File: config.mk
export PLATFORM = sky130hd
export DESIGN_NAME = sdram_work_sched_flat
export DESIGN_NICKNAME = d
export VERILOG_FILES = /design/src/rtl/sdram_work_sched_if.sv /design/src/rtl/sdram_work_sched.sv /design/src/flat_wrapper.sv
export SDC_FILE = /design/constraint.sdc
export NUM_CORES = 1
export LEC_CHECK = 0
export CAP_MARGIN = 30
export CORE_MARGIN = 2
export CORE_UTILIZATION = 38
export DETAILED_ROUTE_END_ITERATION = 8
export HOLD_SLACK_MARGIN = 0.02
export PLACE_DENSITY = 0.62
export SLEW_MARGIN = 5
export SYNTH_ARGS = -nofsm -noshare
export SYNTH_HDL_FRONTEND = slang
export SYNTH_SLANG_ARGS = --single-unit
File: constraint.sdc
create_clock -name clk -period 5.7 [get_ports clk]
set_input_delay 0.855 -clock clk [delete_from_list [all_inputs] [get_ports clk]]
set_output_delay 0.855 -clock clk [all_outputs]
set_load 0.02 [all_outputs]
File: src/rtl/sdram_work_sched_if.sv
// Request/strobe bundle between the SDRAM work sequencer and the write/read datapaths
// and the command-generation block.
interface sdram_work_sched_if;
    logic       init_done;
    logic       wr_req;
    logic       rd_req;
    logic       wr_ack;
    logic       rd_ack;
    logic       wr_data_en;
    logic       rd_data_valid;
    logic       wr_done;
    logic       rd_done;
    logic [3:0] work_state;
    logic       busy;
    logic       ref_miss;

    modport master (
        output init_done, wr_req, rd_req,
        input  wr_ack, rd_ack, wr_data_en, rd_data_valid, wr_done, rd_done,
               work_state, busy, ref_miss
    );

    modport slave (
        input  init_done, wr_req, rd_req,
        output wr_ack, rd_ack, wr_data_en, rd_data_valid, wr_done, rd_done,
               work_state, busy, ref_miss
    );
endinterface

File: src/rtl/sdram_work_sched.sv
// SDRAM post-init work sequencer: refresh/write/read arbitration, burst timing, data strobes.
// Build option RD_FAIR_EN: round-robin between write and read when both are pending.
//
// state       | meaning
// W_IDLE      | waiting; arbitrates when init_done
// W_ACTIVE_r  | ACTIVE for a read, rd_ack pulse
// W_ACTIVE_w  | ACTIVE for a write, wr_ack pulse
// W_TRCD      | ACTIVE-to-column spacing
// W_READ      | READ command
// W_CL        | CAS latency drain after read burst stop
// W_RD        | read burst running
// W_B_R_STOP  | burst stop after a read
// W_WRITE     | WRITE command, first data word
// W_WD        | write burst running
// W_B_W_STOP  | burst stop after a write
// W_TDAL      | write recovery plus precharge
// W_AR        | AUTO REFRESH command
// W_TRFC      | refresh recovery
module sdram_work_sched #(
    parameter int REF_PERIOD = 780,
    parameter int TRCD       = 3,
    parameter int CL         = 3,
    parameter int TRFC       = 7,
    parameter int TDAL       = 4,
    parameter int BURST_LEN  = 256
) (
    input  logic               clk,
    input  logic               rst_n,
    sdram_work_sched_if.slave  bus
);

    typedef enum logic [3:0] {
        W_IDLE     = 4'd0,
        W_ACTIVE_r = 4'd1,
        W_ACTIVE_w = 4'd2,
        W_TRCD     = 4'd3,
        W_READ     = 4'd4,
        W_CL       = 4'd5,
        W_RD       = 4'd6,
        W_B_R_STOP = 4'd7,
        W_WRITE    = 4'd8,
        W_WD       = 4'd9,
        W_B_W_STOP = 4'd10,
        W_TDAL     = 4'd11,
        W_AR       = 4'd12,
        W_TRFC     = 4'd13
    } work_state_t;

    function automatic int imax(input int a, input int b);
        return (a > b) ? a : b;
    endfunction

    localparam int MAX_WAIT = imax(imax(BURST_LEN, TRFC), imax(imax(TDAL, CL), TRCD));
    localparam int CNT_W    = $clog2(MAX_WAIT) + 1;
    localparam int REF_W    = $clog2(REF_PERIOD + 1);

    // Each multi-cycle state of N cycles is entered with N-1 loaded and leaves at 0.
    // The read-valid window needs 1 <= CL <= BURST_LEN-2.
    localparam logic [CNT_W-1:0] LD_TRCD   = CNT_W'(TRCD - 2);
    localparam logic [CNT_W-1:0] LD_BURST  = CNT_W'(BURST_LEN - 2);
    localparam logic [CNT_W-1:0] LD_CL     = CNT_W'(CL - 1);
    localparam logic [CNT_W-1:0] LD_TRFC   = CNT_W'(TRFC - 1);
    localparam logic [CNT_W-1:0] LD_TDAL   = CNT_W'(TDAL - 1);
    localparam logic [CNT_W-1:0] RDV_START = CNT_W'(BURST_LEN - 1 - CL);
    localparam logic [REF_W-1:0] REF_LAST  = REF_W'(REF_PERIOD - 1);

    work_state_t      state;
    logic [CNT_W-1:0] cnt;
    logic [REF_W-1:0] ref_cnt;
    logic             ref_pending;
    logic             ref_miss_r;
    logic             is_rd;
    logic             wr_ack_r;
    logic             rd_ack_r;
    logic             wr_data_en_r;
    logic             rd_data_valid_r;
    logic             wr_done_r;
    logic             rd_done_r;
    logic             grant_wr;
    logic             grant_rd;

`ifdef RD_FAIR_EN
    logic prio_wr;
    assign grant_wr = bus.wr_req && (!bus.rd_req || prio_wr);
`else
    assign grant_wr = bus.wr_req;
`endif
    assign grant_rd = bus.rd_req && !grant_wr;

    // A wrap landing in the W_AR cycle re-arms the pending flag without counting a miss.
    always_ff @(posedge clk or negedge rst_n) begin
        if (!rst_n) begin
            ref_cnt     <= '0;
            ref_pending <= 1'b0;
            ref_miss_r  <= 1'b0;
        end else begin
            ref_miss_r <= 1'b0;
            if (!bus.init_done) begin
                ref_cnt <= '0;
            end else if (ref_cnt == REF_LAST) begin
                ref_cnt <= '0;
            end else begin
                ref_cnt <= ref_cnt + 1'b1;
            end

            if (bus.init_done && (ref_cnt == REF_LAST)) begin
                if (ref_pending && (state != W_AR)) begin
                    ref_miss_r <= 1'b1;
                end
                ref_pending <= 1'b1;
            end else if (state == W_AR) begin
                ref_pending <= 1'b0;
            end
        end
    end

    always_ff @(posedge clk or negedge rst_n) begin
        if (!rst_n) begin
            state           <= W_IDLE;
            cnt             <= '0;
            is_rd           <= 1'b0;
            wr_ack_r        <= 1'b0;
            rd_ack_r        <= 1'b0;
            wr_data_en_r    <= 1'b0;
            rd_data_valid_r <= 1'b0;
            wr_done_r       <= 1'b0;
            rd_done_r       <= 1'b0;
`ifdef RD_FAIR_EN
            prio_wr         <= 1'b1;
`endif
        end else begin
            wr_ack_r  <= 1'b0;
            rd_ack_r  <= 1'b0;
            wr_done_r <= 1'b0;
            rd_done_r <= 1'b0;
            case (state)
                W_IDLE: begin
                    if (bus.init_done) begin
                        if (ref_pending) begin
                            state <= W_AR;
                        end else if (grant_wr) begin
                            state    <= W_ACTIVE_w;
                            wr_ack_r <= 1'b1;
                            is_rd    <= 1'b0;
`ifdef RD_FAIR_EN
                            prio_wr  <= 1'b0;
`endif
                        end else if (grant_rd) begin
                            state    <= W_ACTIVE_r;
                            rd_ack_r <= 1'b1;
                            is_rd    <= 1'b1;
`ifdef RD_FAIR_EN
                            prio_wr  <= 1'b1;
`endif
                        end
                    end
                end
                W_ACTIVE_r, W_ACTIVE_w: begin
                    state <= W_TRCD;
                    cnt   <= LD_TRCD;
                end
                W_TRCD: begin
                    if (cnt == '0) begin
                        if (is_rd) begin
                            state <= W_READ;
                        end else begin
                            state        <= W_WRITE;
                            wr_data_en_r <= 1'b1;
                        end
                    end else begin
                        cnt <= cnt - 1'b1;
                    end
                end
                W_WRITE: begin
                    state <= W_WD;
                    cnt   <= LD_BURST;
                end
                W_WD: begin
                    if (cnt == '0) begin
                        state        <= W_B_W_STOP;
                        wr_data_en_r <= 1'b0;
                    end else begin
                        cnt <= cnt - 1'b1;
                    end
                end
                W_B_W_STOP: begin
                    state     <= W_TDAL;
                    cnt       <= LD_TDAL;
                    wr_done_r <= (LD_TDAL == '0);
                end
                W_READ: begin
                    state <= W_RD;
                    cnt   <= LD_BURST;
                end
                W_RD: begin
                    // Data lands CL cycles after the command register, so the valid
                    // window opens mid-burst and closes at the end of W_CL.
                    if (cnt == RDV_START) begin
                        rd_data_valid_r <= 1'b1;
                    end
                    if (cnt == '0) begin
                        state <= W_B_R_STOP;
                    end else begin
                        cnt <= cnt - 1'b1;
                    end
                end
                W_B_R_STOP: begin
                    state <= W_CL;
                    cnt   <= LD_CL;
                end
                W_CL: begin
                    if (cnt == '0) begin
                        state           <= W_TDAL;
                        cnt             <= LD_TDAL;
                        rd_data_valid_r <= 1'b0;
                        rd_done_r       <= (LD_TDAL == '0);
                    end else begin
                        cnt <= cnt - 1'b1;
                    end
                end
                W_TDAL: begin
                    if (cnt == '0) begin
                        state <= W_IDLE;
                    end else begin
                        cnt <= cnt - 1'b1;
                        if (cnt == CNT_W'(1)) begin
                            wr_done_r <= !is_rd;
                            rd_done_r <= is_rd;
                        end
                    end
                end
                W_AR: begin
                    state <= W_TRFC;
                    cnt   <= LD_TRFC;
                end
                W_TRFC: begin
                    if (cnt == '0) begin
                        state <= W_IDLE;
                    end else begin
                        cnt <= cnt - 1'b1;
                    end
                end
                default: begin
                    state           <= W_IDLE;
                    wr_data_en_r    <= 1'b0;
                    rd_data_valid_r <= 1'b0;
                end
            endcase
        end
    end

    assign bus.work_state    = state;
    assign bus.busy          = (state != W_IDLE);
    assign bus.wr_ack        = wr_ack_r;
    assign bus.rd_ack        = rd_ack_r;
    assign bus.wr_data_en    = wr_data_en_r;
    assign bus.rd_data_valid = rd_data_valid_r;
    assign bus.wr_done       = wr_done_r;
    assign bus.rd_done       = rd_done_r;
    assign bus.ref_miss      = ref_miss_r;

endmodule

File: src/flat_wrapper.sv
// flat-port wrapper written by rule: the top's interface ports become plain ports
module sdram_work_sched_flat 
#(
    parameter int REF_PERIOD = 780,
    parameter int TRCD       = 3,
    parameter int CL         = 3,
    parameter int TRFC       = 7,
    parameter int TDAL       = 4,
    parameter int BURST_LEN  = 256
)
  (clk, rst_n, bus_init_done, bus_wr_req, bus_rd_req, bus_wr_ack, bus_rd_ack, bus_wr_data_en, bus_rd_data_valid, bus_wr_done, bus_rd_done, bus_work_state, bus_busy, bus_ref_miss);
  sdram_work_sched_if bus_i ();
  input  logic clk;
  input  logic rst_n;
  input wire logic [$bits(bus_i.init_done)-1:0] bus_init_done;
  input wire logic [$bits(bus_i.wr_req)-1:0] bus_wr_req;
  input wire logic [$bits(bus_i.rd_req)-1:0] bus_rd_req;
  output wire logic [$bits(bus_i.wr_ack)-1:0] bus_wr_ack;
  output wire logic [$bits(bus_i.rd_ack)-1:0] bus_rd_ack;
  output wire logic [$bits(bus_i.wr_data_en)-1:0] bus_wr_data_en;
  output wire logic [$bits(bus_i.rd_data_valid)-1:0] bus_rd_data_valid;
  output wire logic [$bits(bus_i.wr_done)-1:0] bus_wr_done;
  output wire logic [$bits(bus_i.rd_done)-1:0] bus_rd_done;
  output wire logic [$bits(bus_i.work_state)-1:0] bus_work_state;
  output wire logic [$bits(bus_i.busy)-1:0] bus_busy;
  output wire logic [$bits(bus_i.ref_miss)-1:0] bus_ref_miss;
  assign bus_i.init_done = bus_init_done;
  assign bus_i.wr_req = bus_wr_req;
  assign bus_i.rd_req = bus_rd_req;
  assign bus_wr_ack = bus_i.wr_ack;
  assign bus_rd_ack = bus_i.rd_ack;
  assign bus_wr_data_en = bus_i.wr_data_en;
  assign bus_rd_data_valid = bus_i.rd_data_valid;
  assign bus_wr_done = bus_i.wr_done;
  assign bus_rd_done = bus_i.rd_done;
  assign bus_work_state = bus_i.work_state;
  assign bus_busy = bus_i.busy;
  assign bus_ref_miss = bus_i.ref_miss;
  sdram_work_sched #(.REF_PERIOD(REF_PERIOD), .TRCD(TRCD), .CL(CL), .TRFC(TRFC), .TDAL(TDAL), .BURST_LEN(BURST_LEN)) u_core (.clk(clk), .rst_n(rst_n), .bus(bus_i));
endmodule
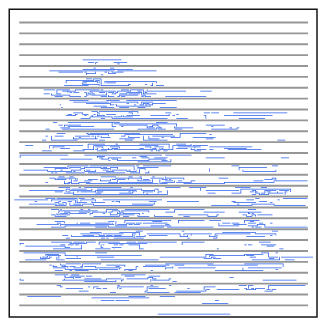
(images/met1.png)
Drawn at 4 px/um. Supply wires on this layer in gray.
wire length on this layer: 2470 um
main direction: horizontal
share of all routed wire: 50%
longest straight run: 23.5 um
nets with wire on the layer: 243
M1 GR Usage: 0.2468
routed via count: 1778

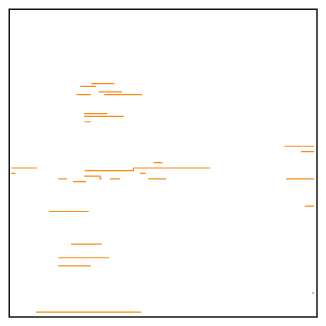
(images/met3.png)
Drawn at 4 px/um.
main direction: horizontal
nets with wire on the layer: 22
wire length on this layer: 184 um
longest straight run: 26.0 um
share of all routed wire: 3.7%

==> Changelog: implementation <==
### Implementation results

* Status: completed
* H-Tree Depth at 2
* Netlist cell types at 51
* Period minus WS final at 3080 ps
* TritonCTS clock tree: done
* DRT met1 WL at 2471 um
* Worst setup path startpoint: u_core.bus.work_state[1]
* Final instance area at 2315 um2
* Pre-antenna DRT Iters at 4
* R2R Path End: u_core.cnt[1]
* Max Cap Viol at 0
* Yosys xor share at 0.03940
* Die area at 5861 um2
* Number of enable flip-flop cells at 0
* Rows at 26
* Yosys aoi share at 0.2370
* Total track usage at 0.1782
* Largest type area fraction at 0.4003
* I/O Pins at 17
* Yosys stat cell total at 237
* Setup-failing EPs final at 0
* Layout clock buffer count at 5
* Final Hold Fails at 0
* Clock power frac at 0.184
* P per Cell Area at 521.4 nW/um2
* Most used DFF post-synth: dfrtp_1
* Met2 wire len at 2235 um
* Signal inverters at 7
* Leak Pwr at 0.9790 nW
* Count leader, synth: dfrtp_1
* Commonest Layout Cell: dfrtp_1
* Actual slew at the worst max-slew pin at 780.5 ps
* Post-Route WL at 4940 um
* Comb gates at 186
* Data buffer area share at 0.07243
* Synth warnings at 0
* Worst Hold End: u_core.ref_cnt[0]
* WHS at 492.1 ps
* Clock-cell share at 0.04811
* Maximum vdd drop at 0.3238 mV
* Buffers outside the clock class at 17
* Worst path required time at 4850 ps
* Worst Reg2Reg Path Length in Cells at 5
* Top post-synthesis cells by count: 32 x dfrtp_1, 26 x nor2_1, 23 x o21ai_0
* R2R Setup Slk at 3090 ps
* DRT antenna net count at 0
* RD Place Congestion at 0.8553
* Ys async rst share at 1.000
* Die Wd at 76.56 um
* Placeable Area at 5107 um2
* Num CTS Buffers at 5
* Routed length per instance at 15.44 um
* Root buffer cell: clkbuf_8
* Initial antenna violation count at 0
* Hold Buf Count CTS at 0
* CTS max path bufs at 2
* Seq pwr at 0.000392 W
* Pins Over Slew Limit at 0
* DRC Markers at 0
* Logic cell area at 1121 um2
* HP Start: u_core.ref_cnt[0]
* Global-route wire length before repair at 8397 um
* Placed cell count at 312
* Switching Share at 0.4641
* CP arrival at 2220 ps
* Number of antenna diodes at 0
* Total global routing overflow at 0
* Cts repair resizes at 0
* CP Capture Type: output port
* Fill count at 527
* Met3 capacity usage during global routing at 0.03791
* WP buf/inv at 1
* Flop area at 800.8 um2
* Met3 WL at 183 um
* Final worst setup slack at 2620 ps
* Cells after Synth at 237
* Combinational power share at 0.491
* CP Launch Type: flip-flop
* Syn_nets at 246
* Flops & latches, synth at 32
* Placed Area at 2203 um2
* Top post-synthesis cells by area: dfrtp_1 40%, o21ai_0 5.8%, nor2_1 4.9%
* GR peak layer: met2
* Cell taking the most area after synthesis: dfrtp_1
* Worst r2r src: u_core.cnt[5]
* Syn_area_per_cell at 8.442 um2
* Setup crit end: bus_busy
* Clock Sinks at 32
* HPWL after detailed placement at 3458 um
* CP Class: reg2out
* Worst-path clk slew at 70 ps
* Final Cycle Share at 0.5403
* Cell family with most CP delay: simple AND/OR/NAND/NOR gates
* Overall Power at 0.001207 W
* Mux frac, synth at 0.01063
* Max Used Layer: met4
* Largest power group: combinational cells
* Clk_lat worst skew at 280 ps
* Worst-path cell chain: or4_1, clkdlybuf4s50_1
* Worst path slowest cell: or4_1
* Crit. path cell count at 2
* Simple share at 0.2483
* Adder share at 0.02502
* Largest stage delay, worst path at 700 ps
* Post-route setup TNS at 0 ps
* Flop share of the area at 0.3459
* Well Taps at 70
* Vert. Die Dim at 76.56 um
* IO buf count at 16
* Mapped cell area at 2001 um2
* Comb area share at 0.4843
* Worst slack at placement at 2936 ps
* P_clk at 0.000222 W
* Peak Freq at 324.7 MHz
* Number of flip-flops under the largest register name at 10
* Fin util at 0.4532
* Post-CTS Setup Repair Bufs at 0
* Log Warnings at 28
* Top logic family: simple AND/OR/NAND/NOR gates
* Non-filler cells, final at 320
* Nets at 258
* Unrepaired setup endpoints after global routing: false
* Hold Crit Depth at 1
* Top class by area: logic gates
* Avg Vias per Cell at 5.556
* Slew HR at 0.4797
* Pint at 0.0006468 W
* Iter 0 DRT Violations at 59
* M2 GR Usage at 0.2823
Power and IR drop assume default switching activity.
